==> images/wire_density.png <==
Scale: 3 px per micron. The die is cut into 26 by 26 equal tiles; dark purple is low, yellow is high, scaled to the fullest tile. Values are wire area over tile area, all layers added.
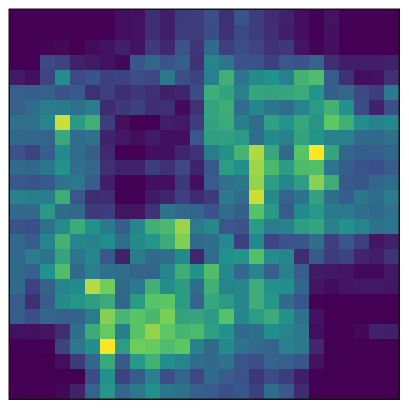
==> images/met3.png <==
Scale: 3 px per micron. Cells faint in the background.
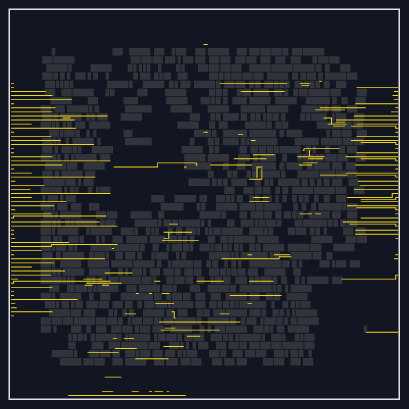
==> images/drive_strength.png <==
Scale: 2 px per micron.
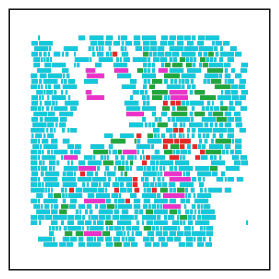
==> images/final_clocks.png <==
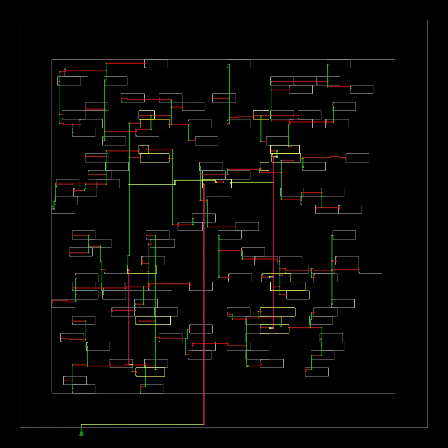
`src/rtl/rv32_lsu_pkg.sv`:
```
// Shared definitions for the RV32I load/store unit: funct3 codes, FSM
// encodings, and the fault and byte-enable helpers used by the steering logic.
package rv32_lsu_pkg;

  localparam logic [2:0] F3_B  = 3'd0;
  localparam logic [2:0] F3_H  = 3'd1;
  localparam logic [2:0] F3_W  = 3'd2;
  localparam logic [2:0] F3_BU = 3'd4;
  localparam logic [2:0] F3_HU = 3'd5;

  localparam logic [1:0] ST_IDLE   = 2'd0;
  localparam logic [1:0] ST_REQ    = 2'd1;
  localparam logic [1:0] ST_WAIT_R = 2'd2;
  localparam logic [1:0] ST_FIN    = 2'd3;

  typedef enum logic [1:0] {
    S_IDLE   = ST_IDLE,
    S_REQ    = ST_REQ,
    S_WAIT_R = ST_WAIT_R,
    S_FIN    = ST_FIN
  } lsu_state_t;

  // Misaligned access or a funct3 code that has no meaning for the direction.
  function automatic logic lsu_fault(input logic is_store, input logic [2:0] f3,
                                     input logic [1:0] lo);
    logic bad;
    case (f3)
      F3_B, F3_BU: bad = 1'b0;
      F3_H, F3_HU: bad = lo[0];
      F3_W:        bad = |lo;
      default:     bad = 1'b1;
    endcase
    if (is_store && f3[2]) bad = 1'b1;
    return bad;
  endfunction

  // Width comes from funct3[1:0]; the sign bit does not change the lanes.
  function automatic logic [3:0] lsu_be(input logic [2:0] f3, input logic [1:0] lo);
    logic [3:0] be;
    case (f3[1:0])
      2'd0:    be = 4'b0001 << lo;
      2'd1:    be = lo[1] ? 4'b1100 : 4'b0011;
      2'd2:    be = 4'b1111;
      default: be = 4'b0000;
    endcase
    return be;
  endfunction

endpackage

```
`src/rtl/lsu_lane_steer.sv`:
```
// Combinational lane logic: store data replication and byte enables on the way
// out, lane selection with sign/zero extension on the way back.
module lsu_lane_steer
  import rv32_lsu_pkg::*;
(
  input  logic [2:0]  st_funct3,
  input  logic [1:0]  st_addr_lo,
  input  logic [31:0] st_wdata,
  output logic [3:0]  st_be,
  output logic [31:0] st_data,
  input  logic [2:0]  ld_funct3,
  input  logic [1:0]  ld_addr_lo,
  input  logic [31:0] ld_raw,
  output logic [31:0] ld_data
);

  logic [7:0]  byte_sel;
  logic [15:0] half_sel;

  always_comb begin
    st_be = lsu_be(st_funct3, st_addr_lo);
    case (st_funct3[1:0])
      2'd0:    st_data = {4{st_wdata[7:0]}};
      2'd1:    st_data = {2{st_wdata[15:0]}};
      default: st_data = st_wdata;
    endcase
  end

  always_comb begin
    case (ld_addr_lo)
      2'd0:    byte_sel = ld_raw[7:0];
      2'd1:    byte_sel = ld_raw[15:8];
      2'd2:    byte_sel = ld_raw[23:16];
      default: byte_sel = ld_raw[31:24];
    endcase
    half_sel = ld_addr_lo[1] ? ld_raw[31:16] : ld_raw[15:0];
    case (ld_funct3)
      F3_B:    ld_data = {{24{byte_sel[7]}}, byte_sel};
      F3_H:    ld_data = {{16{half_sel[15]}}, half_sel};
      F3_W:    ld_data = ld_raw;
      F3_BU:   ld_data = {24'd0, byte_sel};
      F3_HU:   ld_data = {16'd0, half_sel};
      default: ld_data = 32'd0;
    endcase
  end

endmodule

```
`src/rtl/load_store_unit.sv`:
```
// RV32I MEM-step load/store unit: one req/gnt/rvalid transaction per start,
// with the aligned load result held in rdata for write-back.
module load_store_unit
  import rv32_lsu_pkg::*;
(
  input  logic        clk,
  input  logic        rst,
  input  logic        start,
  input  logic        is_store,
  input  logic [2:0]  funct3,
  input  logic [31:0] addr,
  input  logic [31:0] wdata,
  output logic        busy,
  output logic        done,
  output logic        err,
  output logic [31:0] rdata,
  output logic        mem_req,
  output logic        mem_we,
  output logic [31:0] mem_addr,
  output logic [3:0]  mem_be,
  output logic [31:0] mem_wdata,
  input  logic        mem_gnt,
  input  logic        mem_rvalid,
  input  logic [31:0] mem_rdata,
  output logic [1:0]  dbg_state
);

  // Handshake: mem_req stays high with mem_* frozen until a cycle where
  // mem_gnt=1 is seen; for loads one read word is then taken on the first
  // mem_rvalid. mem_gnt/mem_rvalid are ignored in every other state.

  logic [1:0]  state;
  logic        st_r;
  logic [2:0]  f3_r;
  logic [1:0]  lo_r;
  logic        err_r;
  logic        fault;
  logic [3:0]  st_be;
  logic [31:0] st_data;
  logic [31:0] ld_data;

  lsu_lane_steer u_steer (
    .st_funct3  (funct3),
    .st_addr_lo (addr[1:0]),
    .st_wdata   (wdata),
    .st_be      (st_be),
    .st_data    (st_data),
    .ld_funct3  (f3_r),
    .ld_addr_lo (lo_r),
    .ld_raw     (mem_rdata),
    .ld_data    (ld_data)
  );

  assign fault = lsu_fault(is_store, funct3, addr[1:0]);

  always_ff @(posedge clk) begin
    if (!rst) begin
      state     <= ST_IDLE;
      st_r      <= 1'b0;
      f3_r      <= 3'd0;
      lo_r      <= 2'd0;
      err_r     <= 1'b0;
      rdata     <= 32'd0;
      mem_we    <= 1'b0;
      mem_addr  <= 32'd0;
      mem_be    <= 4'd0;
      mem_wdata <= 32'd0;
    end else begin
      case (state)
        ST_IDLE: begin
          if (start) begin
            st_r      <= is_store;
            f3_r      <= funct3;
            lo_r      <= addr[1:0];
            mem_addr  <= {addr[31:2], 2'b00};
            mem_be    <= st_be;
            mem_we    <= is_store & ~fault;
            mem_wdata <= is_store ? st_data : 32'd0;
            err_r     <= fault;
            state     <= fault ? ST_FIN : ST_REQ;
          end
        end
        ST_REQ: begin
          if (mem_gnt) state <= st_r ? ST_FIN : ST_WAIT_R;
        end
        ST_WAIT_R: begin
          if (mem_rvalid) begin
            rdata <= ld_data;
            state <= ST_FIN;
          end
        end
        default: begin
          err_r <= 1'b0;
          state <= ST_IDLE;
        end
      endcase
    end
  end

  // Status outputs decode straight from flops, so no input reaches an output.
  assign busy      = (state != ST_IDLE);
  assign done      = (state == ST_FIN);
  assign err       = err_r;
  assign mem_req   = (state == ST_REQ);
  assign dbg_state = state;

endmodule
```
`config.mk`:
```
export PLATFORM = sky130hd
export DESIGN_NAME = load_store_unit
export DESIGN_NICKNAME = d
export VERILOG_FILES = /design/src/rtl/rv32_lsu_pkg.sv /design/src/rtl/lsu_lane_steer.sv /design/src/rtl/load_store_unit.sv
export SDC_FILE = /design/constraint.sdc
export NUM_CORES = 1
export LEC_CHECK = 0
export ABC_AREA = 0
export CAP_MARGIN = 20
export CORE_MARGIN = 10
export CORE_UTILIZATION = 43
export DETAILED_ROUTE_END_ITERATION = 6
export PLACE_DENSITY = 0.83
export RECOVER_POWER = 50
export SETUP_SLACK_MARGIN = 0.05
export SYNTH_ARGS = -nofsm -noshare
export SYNTH_HDL_FRONTEND = slang
export SYNTH_SLANG_ARGS = --single-unit
```
`constraint.sdc`:
```
create_clock -name clk -period 1.9 [get_ports clk]
set_input_delay 0.19 -clock clk [delete_from_list [all_inputs] [get_ports clk]]
set_output_delay 0.19 -clock clk [all_outputs]
set_load 0.05 [all_outputs]
```
==> qor.csv <==
stage,metric,value,unit
logic_synthesis,Cells after Synth,606,
logic_synthesis,top cells by area,"dfxtp_1 (42%), a21oi_1 (9.0%), nand2_1 (7.7%)",
power_and_ir_drop,Logic pwr share,0.436,
setup_path,Worst path slowest cell,dlygate4sd3_1,
run_status,status,completed,
logic_synthesis,aoi/oai-family share of the synthesized area,0.248,
setup_path,CP max FO,2,
power_and_ir_drop,PD cells,1150,nW/um^2
setup_path,CP endpoint kind,primary output,
route,Starting DRT DRC Count,435,
floorplanning,core area,11600,sq um
power_and_ir_drop,Clk pwr share,0.250,
final_timing,Final min period,1.77,ns
layout,most frequent cells in the layout,"clkdlybuf4s50_1 (160), dfxtp_1 (106), nand2_1 (105)",
layout,Top cell excl fill/tap,clkdlybuf4s50_1,
route,met2 wire len,9360,microns
logic_synthesis,cell type with the largest total area,dfxtp_1,
logic_synthesis,Synth top cells by count,"dfxtp_1 (108), nand2_1 (106), a21oi_1 (93)",
final_timing,cycle use final,0.932,
floorplanning,I/O pin count,212,
clock_tree,setup bufs post-CTS,0,
final_timing,Max Freq,564,MHz
flow_run,max cap viols,0,
grt,met2 usage in global routing,0.371,
clock_tree,clock tree sinks,108,
final_timing,fin. max-slew vios,0,
floorplanning,Core Rows,39,
layout,share of layout cells above drive strength 1,0.124,
grt,total global routing overflow,0,
placement,GP Congestion,0.863,
placement,DP Cell Count,934,
route,TritonRoute pass-1 iters,4,
route,Detail Route met3 WL,1730,microns
final_timing,slew at the pin closest to its max-slew limit,0.698,ns
power_and_ir_drop,switching share of power,0.403,
setup_path,WS Path Type,flop to primary output,
power_and_ir_drop,P_sw,3.58,mW
grt,initial antenna violation count,0,
grt,vias in the first global route,5422,
route,residual DRC count,0,
layout,# nets final,911,
power_and_ir_drop,Seq pwr share,0.314,
setup_path,critical path's top delay family,buffers and inverters,
floorplanning,fp util,0.446,
setup_path,RR Startpoint,dbg_state[0],
clock_tree,clk latency late pin,0.35,ns
layout,antenna fix cells,0,
logic_synthesis,Dominant comb cell,AND-OR/OR-AND gates,
final_timing,Slew HR,0.533,
power_and_ir_drop,Top pwr grp,combinational cells,
logic_synthesis,most numerous cell in the Yosys netlist,dfxtp_1,
logic_synthesis,Flops after synth,108,
placement,number of port buffers,209,
setup_path,Critical Path Sink,mem_we,
route,vias per cell,5.47,
route,Highest Signal Layer,met4,
setup_path,Worst Setup Start Kind,flop,
logic_synthesis,Post-Syn Area,5160,sq um
route,WL met1,7130,microns
setup_path,"Req. time, crit path",1.71,ns
setup_path,CP startpoint,mem_we,
grt,met1 usage,0.242,
floorplanning,Die W,130,microns
logic_synthesis,Simple-Gate Area Share,0.179,
grt,gr busiest metal,met2,
final_timing,"Setup violations, final",0,
worst_hold_path,Hold Crit Start,addr[20],
grt,largest net degree at the start of global routing,52,
power_and_ir_drop,P_seq,2.79,mW
logic_synthesis,Async SR Flop Fraction,0,
setup_path,"Cell Chain, Critical Path",dlygate4sd3_1,
logic_synthesis,Unique cell types,43,
setup_path,reg2reg setup slack,0.18,ns
floorplanning,die area,16800,sq um
final_timing,Hold Fails Final Rpt,0,
setup_path,Critical R2R Capture,mem_wdata[24],
logic_synthesis,YS warnings,0,
Notes on wire_density.png above:
- densest ninth of the die: bottom middle
- nearly empty tiles: 14%
- emptiest ninth of the die: bottom right
- mean over tiles: 0.18
- fullest tile: 0.61
Routed WL: 18600 microns
routed len/inst: 19.6 microns

Notes on met3.png above:
- main direction: horizontal
- wire length on this layer: 1730 microns
- nets with wire on the layer: 149
- share of all routed wire: 9.3%
- longest straight run: 38.9 microns
via count: 5195
met3 GRT Util: 0.0710

Notes on drive_strength.png above:
- drive 6 and up: magenta (cells 18; share 2.2%; most used clkbuf_16)
- drive 3 to 4: red (cells 26; share 3.2%; most used buf_4)
- drive 1 or less: cyan (cells 707; share 88%; most used clkdlybuf4s50_1)
- drive 2: green (cells 56; share 6.9%; most used mux2_2)
P&R area growth vs syn: 50.1%
Buffers excl. clock: 234

Notes on final_clocks.png above:
CTS Buf Count: 9
Clock Skews: 0.00816 ns

[area by class of cell]
cell class	instances	area (sq um)
well taps	143	179
clock buffers	11	253
repair buffers	234	2300
fillers	920	3820
clock inverters	5	106
inverters	14	52.6
flip-flops and latches	108	2160
multi-input cells	435	2680
[through the flow]
stage	util	instance area (sq um)	TNS [ns]	worst slack, ns	hold WS [ns]
floorplan	-	5160	0	0.134	0.326
global placement	0.638	7380	-0.154	-0.0290	0.439
detailed placement	0.638	7380	-1.20	-0.134	0.445
CTS	0.669	7740	0	0.0882	0.374
global route	0.669	7740	0	0.0566	0.397
finish	0.669	7740	0	0.128	0.384
[registers in the layout, indices dropped and copies added (netlist names)]
name / count
mem_addr: 30
err: 1
dbg_state: 2
mem_be: 4
rdata: 32
mem_we: 1
st_r: 1
lo_r: 2
mem_wdata: 32
f3_r: 3
Power figures rest on the tool's default switching activity, not on a simulated workload.
